## config.mk

```make
export PLATFORM = sky130hd
export DESIGN_NAME = cache_bus_arbiter_flat
export DESIGN_NICKNAME = d
export VERILOG_FILES = /design/src/rtl/cache_bus_arbiter_if.sv /design/src/rtl/cache_bus_arbiter.sv /design/src/flat_wrapper.sv
export SDC_FILE = /design/constraint.sdc
export NUM_CORES = 1
export LEC_CHECK = 0
export ABC_AREA = 1
export ABC_CLOCK_PERIOD_IN_PS = 3600
export CORE_ASPECT_RATIO = 0.6
export CORE_MARGIN = 1
export CORE_UTILIZATION = 56
export CTS_BUF_LIST = sky130_fd_sc_hd__clkbuf_8 sky130_fd_sc_hd__clkbuf_16
export DETAILED_ROUTE_END_ITERATION = 10
export GPL_TIMING_DRIVEN = 0
export PLACE_DENSITY = 0.85
export SYNTH_ARGS = -nofsm -noshare
export SYNTH_HDL_FRONTEND = slang
export SYNTH_SLANG_ARGS = --single-unit
```

## constraint.sdc

```tcl
create_clock -name clk -period 3.6 [get_ports clk]
set_input_delay 0.72 -clock clk [delete_from_list [all_inputs] [get_ports clk]]
set_output_delay 0.72 -clock clk [all_outputs]
set_load 0.02 [all_outputs]
```

## src/rtl/cache_bus_arbiter_if.sv

```systemverilog
// Request/grant bundle between the 8-core MESI caches, memory and the common-bus arbiter.
// Requesters use the master modport; the arbiter uses the slave modport.
interface cache_bus_arbiter_if #(
    parameter int NUM_PROC  = 8,
    parameter int NUM_SNOOP = 4
);
    logic [NUM_PROC-1:0]  Com_Bus_Req_proc;
    logic [NUM_SNOOP-1:0] Com_Bus_Req_snoop;
    logic                 Mem_snoop_req;
    logic [NUM_PROC-1:0]  Com_Bus_Gnt_proc;
    logic [NUM_SNOOP-1:0] Com_Bus_Gnt_snoop_vec;
    logic                 Com_Bus_Gnt_snoop;
    logic                 Mem_snoop_gnt;
    logic                 Arb_timeout;
    logic [1:0]           Arb_state;

    modport master (
        output Com_Bus_Req_proc, Com_Bus_Req_snoop, Mem_snoop_req,
        input  Com_Bus_Gnt_proc, Com_Bus_Gnt_snoop_vec, Com_Bus_Gnt_snoop,
               Mem_snoop_gnt, Arb_timeout, Arb_state
    );

    modport slave (
        input  Com_Bus_Req_proc, Com_Bus_Req_snoop, Mem_snoop_req,
        output Com_Bus_Gnt_proc, Com_Bus_Gnt_snoop_vec, Com_Bus_Gnt_snoop,
               Mem_snoop_gnt, Arb_timeout, Arb_state
    );
endinterface

```

## src/rtl/cache_bus_arbiter.sv

```systemverilog
// Common-bus arbiter: round-robin processor ownership with a nested snoop/memory
// data-response grant, registered outputs and a sticky hold-time watchdog.
module cache_bus_arbiter #(
    parameter int NUM_PROC   = 8,
    parameter int NUM_SNOOP  = 4,
    parameter int MAX_HOLD   = 1024,
    parameter int HOLD_CNT_W = 11
) (
    input logic               clk,
    input logic               rst_n,
    cache_bus_arbiter_if.slave bus_if
);
    localparam int PW = (NUM_PROC  > 1) ? $clog2(NUM_PROC)  : 1;
    localparam int SW = (NUM_SNOOP > 1) ? $clog2(NUM_SNOOP) : 1;

    typedef enum logic [1:0] {
        ST_IDLE  = 2'd0,
        ST_PROC  = 2'd1,
        ST_SNOOP = 2'd2,
        ST_MEM   = 2'd3
    } state_e;

    state_e                state_q, state_d;
    logic [NUM_PROC-1:0]   gnt_proc_q, gnt_proc_d;
    logic [NUM_SNOOP-1:0]  gnt_snoop_q, gnt_snoop_d;
    logic                  mem_gnt_q, mem_gnt_d;
    logic                  timeout_q, timeout_d;
    logic [PW-1:0]         proc_ptr_q, proc_ptr_d;
    logic [SW-1:0]         snoop_ptr_q, snoop_ptr_d;
    logic [HOLD_CNT_W-1:0] hold_q, hold_d;

    logic                  proc_found, snoop_found;
    logic [PW-1:0]         proc_idx;
    logic [SW-1:0]         snoop_idx;
    logic                  owner_req, snoop_req_held;

    // Rotating priority search starting at each pointer.
    always_comb begin
        proc_found  = 1'b0;
        proc_idx    = '0;
        snoop_found = 1'b0;
        snoop_idx   = '0;
        for (int i = 0; i < NUM_PROC; i++) begin
            if (!proc_found && bus_if.Com_Bus_Req_proc[(int'(proc_ptr_q) + i) % NUM_PROC]) begin
                proc_found = 1'b1;
                proc_idx   = PW'((int'(proc_ptr_q) + i) % NUM_PROC);
            end
        end
        for (int j = 0; j < NUM_SNOOP; j++) begin
            if (!snoop_found && bus_if.Com_Bus_Req_snoop[(int'(snoop_ptr_q) + j) % NUM_SNOOP]) begin
                snoop_found = 1'b1;
                snoop_idx   = SW'((int'(snoop_ptr_q) + j) % NUM_SNOOP);
            end
        end
    end

    assign owner_req      = |(bus_if.Com_Bus_Req_proc & gnt_proc_q);
    assign snoop_req_held = |(bus_if.Com_Bus_Req_snoop & gnt_snoop_q);

    // NOTE: every always_comb output gets a default first, so no path can infer a latch.
    always_comb begin
        state_d     = state_q;
        gnt_proc_d  = gnt_proc_q;
        gnt_snoop_d = gnt_snoop_q;
        mem_gnt_d   = mem_gnt_q;
        proc_ptr_d  = proc_ptr_q;
        snoop_ptr_d = snoop_ptr_q;

        unique case (state_q)
            ST_IDLE: begin
                gnt_proc_d  = '0;
                gnt_snoop_d = '0;
                mem_gnt_d   = 1'b0;
                if (proc_found) begin
                    gnt_proc_d = NUM_PROC'(1) << proc_idx;
                    proc_ptr_d = PW'((int'(proc_idx) + 1) % NUM_PROC);
                    state_d    = ST_PROC;
                end
            end
            ST_PROC: begin
                if (!owner_req) begin
                    gnt_proc_d = '0;
                    state_d    = ST_IDLE;
                end else if (snoop_found) begin
                    gnt_snoop_d = NUM_SNOOP'(1) << snoop_idx;
                    snoop_ptr_d = SW'((int'(snoop_idx) + 1) % NUM_SNOOP);
                    state_d     = ST_SNOOP;
                end else if (bus_if.Mem_snoop_req) begin
                    mem_gnt_d = 1'b1;
                    state_d   = ST_MEM;
                end
            end
            ST_SNOOP: begin
                if (!owner_req) begin
                    gnt_proc_d  = '0;
                    gnt_snoop_d = '0;
                    state_d     = ST_IDLE;
                end else if (!snoop_req_held) begin
                    gnt_snoop_d = '0;
                    state_d     = ST_PROC;
                end
            end
            ST_MEM: begin
                if (!owner_req) begin
                    gnt_proc_d = '0;
                    mem_gnt_d  = 1'b0;
                    state_d    = ST_IDLE;
                end else if (!bus_if.Mem_snoop_req) begin
                    mem_gnt_d = 1'b0;
                    state_d   = ST_PROC;
                end
            end
            default: state_d = ST_IDLE;
        endcase
    end

    // Hold count restarts at each fresh grant and saturates; the watchdog flag is sticky.
    always_comb begin
        hold_d = '0;
        if (state_q != ST_IDLE) begin
            hold_d = (hold_q == HOLD_CNT_W'(MAX_HOLD)) ? hold_q : hold_q + 1'b1;
        end
        timeout_d = timeout_q | (hold_d == HOLD_CNT_W'(MAX_HOLD));
    end

    // NOTE: state registers use non-blocking assignments so every flop samples pre-edge values.
    always_ff @(posedge clk or negedge rst_n) begin
        if (!rst_n) begin
            state_q     <= ST_IDLE;
            gnt_proc_q  <= '0;
            gnt_snoop_q <= '0;
            mem_gnt_q   <= 1'b0;
            timeout_q   <= 1'b0;
            proc_ptr_q  <= '0;
            snoop_ptr_q <= '0;
            hold_q      <= '0;
        end else begin
            state_q     <= state_d;
            gnt_proc_q  <= gnt_proc_d;
            gnt_snoop_q <= gnt_snoop_d;
            mem_gnt_q   <= mem_gnt_d;
            timeout_q   <= timeout_d;
            proc_ptr_q  <= proc_ptr_d;
            snoop_ptr_q <= snoop_ptr_d;
            hold_q      <= hold_d;
        end
    end

    assign bus_if.Com_Bus_Gnt_proc      = gnt_proc_q;
    assign bus_if.Com_Bus_Gnt_snoop_vec = gnt_snoop_q;
    assign bus_if.Com_Bus_Gnt_snoop     = |gnt_snoop_q;
    assign bus_if.Mem_snoop_gnt         = mem_gnt_q;
    assign bus_if.Arb_timeout           = timeout_q;
    assign bus_if.Arb_state             = state_q;
endmodule
```

## src/flat_wrapper.sv

```systemverilog
// flat-port wrapper written by rule: the top's interface ports become plain ports
module cache_bus_arbiter_flat 
#(
    parameter int NUM_PROC   = 8,
    parameter int NUM_SNOOP  = 4,
    parameter int MAX_HOLD   = 1024,
    parameter int HOLD_CNT_W = 11
)
  (clk, rst_n, bus_if_Com_Bus_Req_proc, bus_if_Com_Bus_Req_snoop, bus_if_Mem_snoop_req, bus_if_Com_Bus_Gnt_proc, bus_if_Com_Bus_Gnt_snoop_vec, bus_if_Com_Bus_Gnt_snoop, bus_if_Mem_snoop_gnt, bus_if_Arb_timeout, bus_if_Arb_state);
  cache_bus_arbiter_if #(.NUM_PROC(NUM_PROC), .NUM_SNOOP(NUM_SNOOP)) bus_if_i ();
  input logic clk;
  input logic rst_n;
  input wire logic [$bits(bus_if_i.Com_Bus_Req_proc)-1:0] bus_if_Com_Bus_Req_proc;
  input wire logic [$bits(bus_if_i.Com_Bus_Req_snoop)-1:0] bus_if_Com_Bus_Req_snoop;
  input wire logic [$bits(bus_if_i.Mem_snoop_req)-1:0] bus_if_Mem_snoop_req;
  output wire logic [$bits(bus_if_i.Com_Bus_Gnt_proc)-1:0] bus_if_Com_Bus_Gnt_proc;
  output wire logic [$bits(bus_if_i.Com_Bus_Gnt_snoop_vec)-1:0] bus_if_Com_Bus_Gnt_snoop_vec;
  output wire logic [$bits(bus_if_i.Com_Bus_Gnt_snoop)-1:0] bus_if_Com_Bus_Gnt_snoop;
  output wire logic [$bits(bus_if_i.Mem_snoop_gnt)-1:0] bus_if_Mem_snoop_gnt;
  output wire logic [$bits(bus_if_i.Arb_timeout)-1:0] bus_if_Arb_timeout;
  output wire logic [$bits(bus_if_i.Arb_state)-1:0] bus_if_Arb_state;
  assign bus_if_i.Com_Bus_Req_proc = bus_if_Com_Bus_Req_proc;
  assign bus_if_i.Com_Bus_Req_snoop = bus_if_Com_Bus_Req_snoop;
  assign bus_if_i.Mem_snoop_req = bus_if_Mem_snoop_req;
  assign bus_if_Com_Bus_Gnt_proc = bus_if_i.Com_Bus_Gnt_proc;
  assign bus_if_Com_Bus_Gnt_snoop_vec = bus_if_i.Com_Bus_Gnt_snoop_vec;
  assign bus_if_Com_Bus_Gnt_snoop = bus_if_i.Com_Bus_Gnt_snoop;
  assign bus_if_Mem_snoop_gnt = bus_if_i.Mem_snoop_gnt;
  assign bus_if_Arb_timeout = bus_if_i.Arb_timeout;
  assign bus_if_Arb_state = bus_if_i.Arb_state;
  cache_bus_arbiter #(.NUM_PROC(NUM_PROC), .NUM_SNOOP(NUM_SNOOP), .MAX_HOLD(MAX_HOLD), .HOLD_CNT_W(HOLD_CNT_W)) u_core (.clk(clk), .rst_n(rst_n), .bus_if(bus_if_i));
endmodule
```

### I/O nets highlighted

Drawn at 6 px/um.
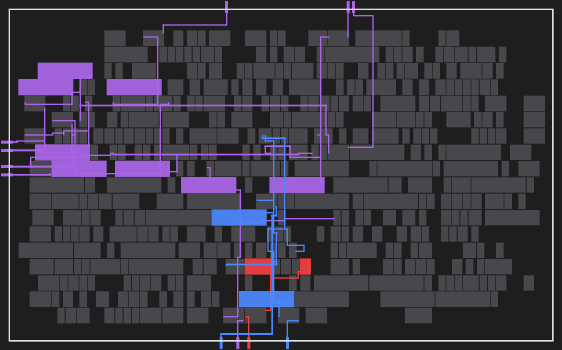
Key: `bus_if_Mem_snoop_req` = red [bits 1, direction input, end cells 3, buffers 1, wire 22.3 um]; `bus_if_Com_Bus_Gnt_proc` = purple [bits 8, direction output, end cells 8, buffers 8, wire 387 um]; `bus_if_Arb_state` = blue [bits 2, direction output, end cells 2, buffers 2, wire 123 um]

### Close-up of the layout

Window x 58 to 78, y 31 to 51 um. Cells in gray, sequential cells in the stronger gray; small squares are vias.
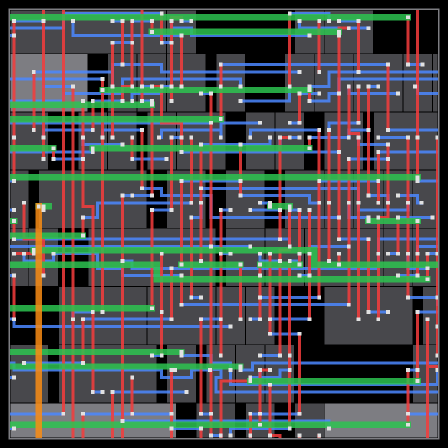
Key: met1 = blue; met2 = red; met3 = green; met4 = orange
Most frequent: nand2_1 (21), nand3_1 (8), nor2_1 (5). Sequential cells in the window: 2. Netlist names of flops here include `u_core.bus_if.Arb_timeout` (1), `u_core.proc_ptr_q` (1). 55 logic cells have their middle in the window.

### Wiring by layer

Drawn at 8 px/um. Two of the layers only.
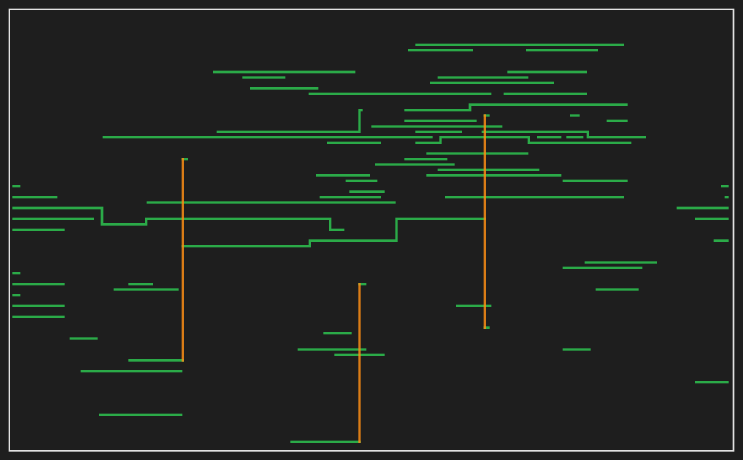
Key: met3 = green [wire length 710 um]; met4 = orange [wire length 71.4 um]

### The metal 2 layer

Drawn at 6 px/um.
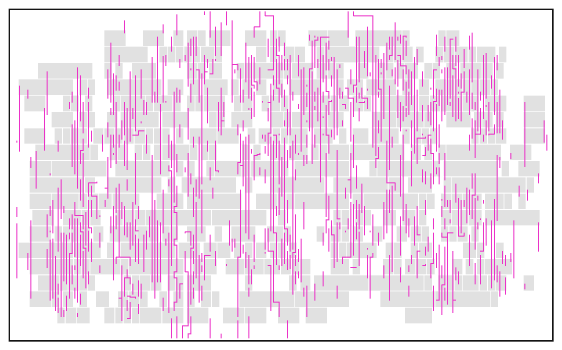
The wires run mostly vertical. The layer holds 39% of the routed length. The layer carries 2700 um of wire. 357 nets have wire on it. The longest straight run is 24.1 um.

### The clock network

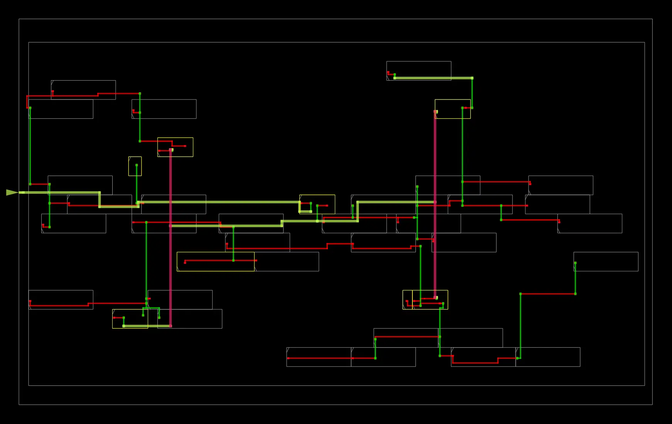
Layout clock buffers: 5
TritonCTS buffer count: 5
Latency at later pin: 300 ps

==> flow_metrics.py <==
# Generated from Yosys and OpenROAD reports
metrics = {
    "status": {
        "status": "finished, final reports clean",
    },
    "finish": {
        "n_antenna_cell": 0,
        "syn_to_final_growth_pct": 18.7,
        "inv_count": 55,
        "comb_area_um2": 1580,
        "clk_share_pct": 3.46,
        "logic_gate_count": 290,
        "final_nets": 447,
        "fin_cells": 480,
        "regMostFlops": "u_core.hold_q",
        "sh_comb_area_pct": 50.6,
        "largest_reg_flops": 11,
        "seq_area_um2": 801,
        "signal_buffer_area_fraction_pct": 11.1,
    },
    "grt": {
        "busiest_layer": "met1",
        "grt_pass1_vias": 2209,
        "use_met1_pct": 45.9,
        "antenna_found_initial": 0,
        "met3_usage_pct": 6.42,
    },
    "detailed_routing": {
        "wl_mm": 6.95,
        "wl_met1_mm": 3.47,
        "firstDrtPassIters": 5,
        "met2_wirelength_mm": 2.70,
        "ant_nets": 0,
        "vias_per_cell": 5.52,
        "top_layer": "met4",
    },
    "yosys": {
        "synth.mux.area_fraction_pct": 0.429,
        "synthTopCellsByCount": "112 x nand2_1, 47 x inv_1, 43 x nand3_1, 38 x nor2_1, 32 x dfrtp_1",
        "ys_sh_adder_pct": 6.20,
        "yosys-stat-cells": 381,
        "yosys.area_share.xor_xnor_pct": 3.24,
        "synth_cells": 381,
        "syn_area_per_cell_um2": 6.88,
        "ys_chip_area_um2": 2620,
        "yosys.area_share.aoi_pct": 9.64,
        "ys_warn_count": 0,
        "top_area_cell": "dfrtp_1",
    },
    "place": {
        "place.gp.congestion": 0.892,
        "place_area_um2": 3000,
        "portBuffers": 31,
        "dpl.cell_count": 472,
    },
    "floorplanning": {
        "ioPinCount": 32,
        "taps": 60,
        "rows": 18,
        "die-area_um2": 4970,
    },
    "clocking": {
        "path_clk_slew_ps": 80,
        "cts.sinks": 32,
        "post_cts_resized": 0,
        "cts.htree.levels": 2,
    },
    "setup_path": {
        "r2r-start": "u_core.proc_ptr_q[1]",
        "path_max_fanout": 9,
        "r2r_setup_slack_ps": 390,
        "critical_path.cell_chain": "buf_6, clkinv_2, ha_2, inv_2, nand3_1, nand3_1, nand2_1, nor2_4, nand3_1, nand2_1, inv_1, nor2_1, nand3_1, nand2_1, inv_1, ha_1, ha_1, nand2_1, o21ai_2",
        "slowest_delay_ps": 380,
        "startpoint": "u_core.proc_ptr_q[1]",
        "r2r-end": "u_core.proc_ptr_q[2]",
        "cp-start-kind": "flip-flop",
    },
    "timing": {
        "finalCriticalPeriod_ps": 3210,
        "setup_ws_ps": 388,
        "hold_viol": 0,
        "worst-slew-pin-transition_ps": 727,
        "setup_viol": 0,
    },
}
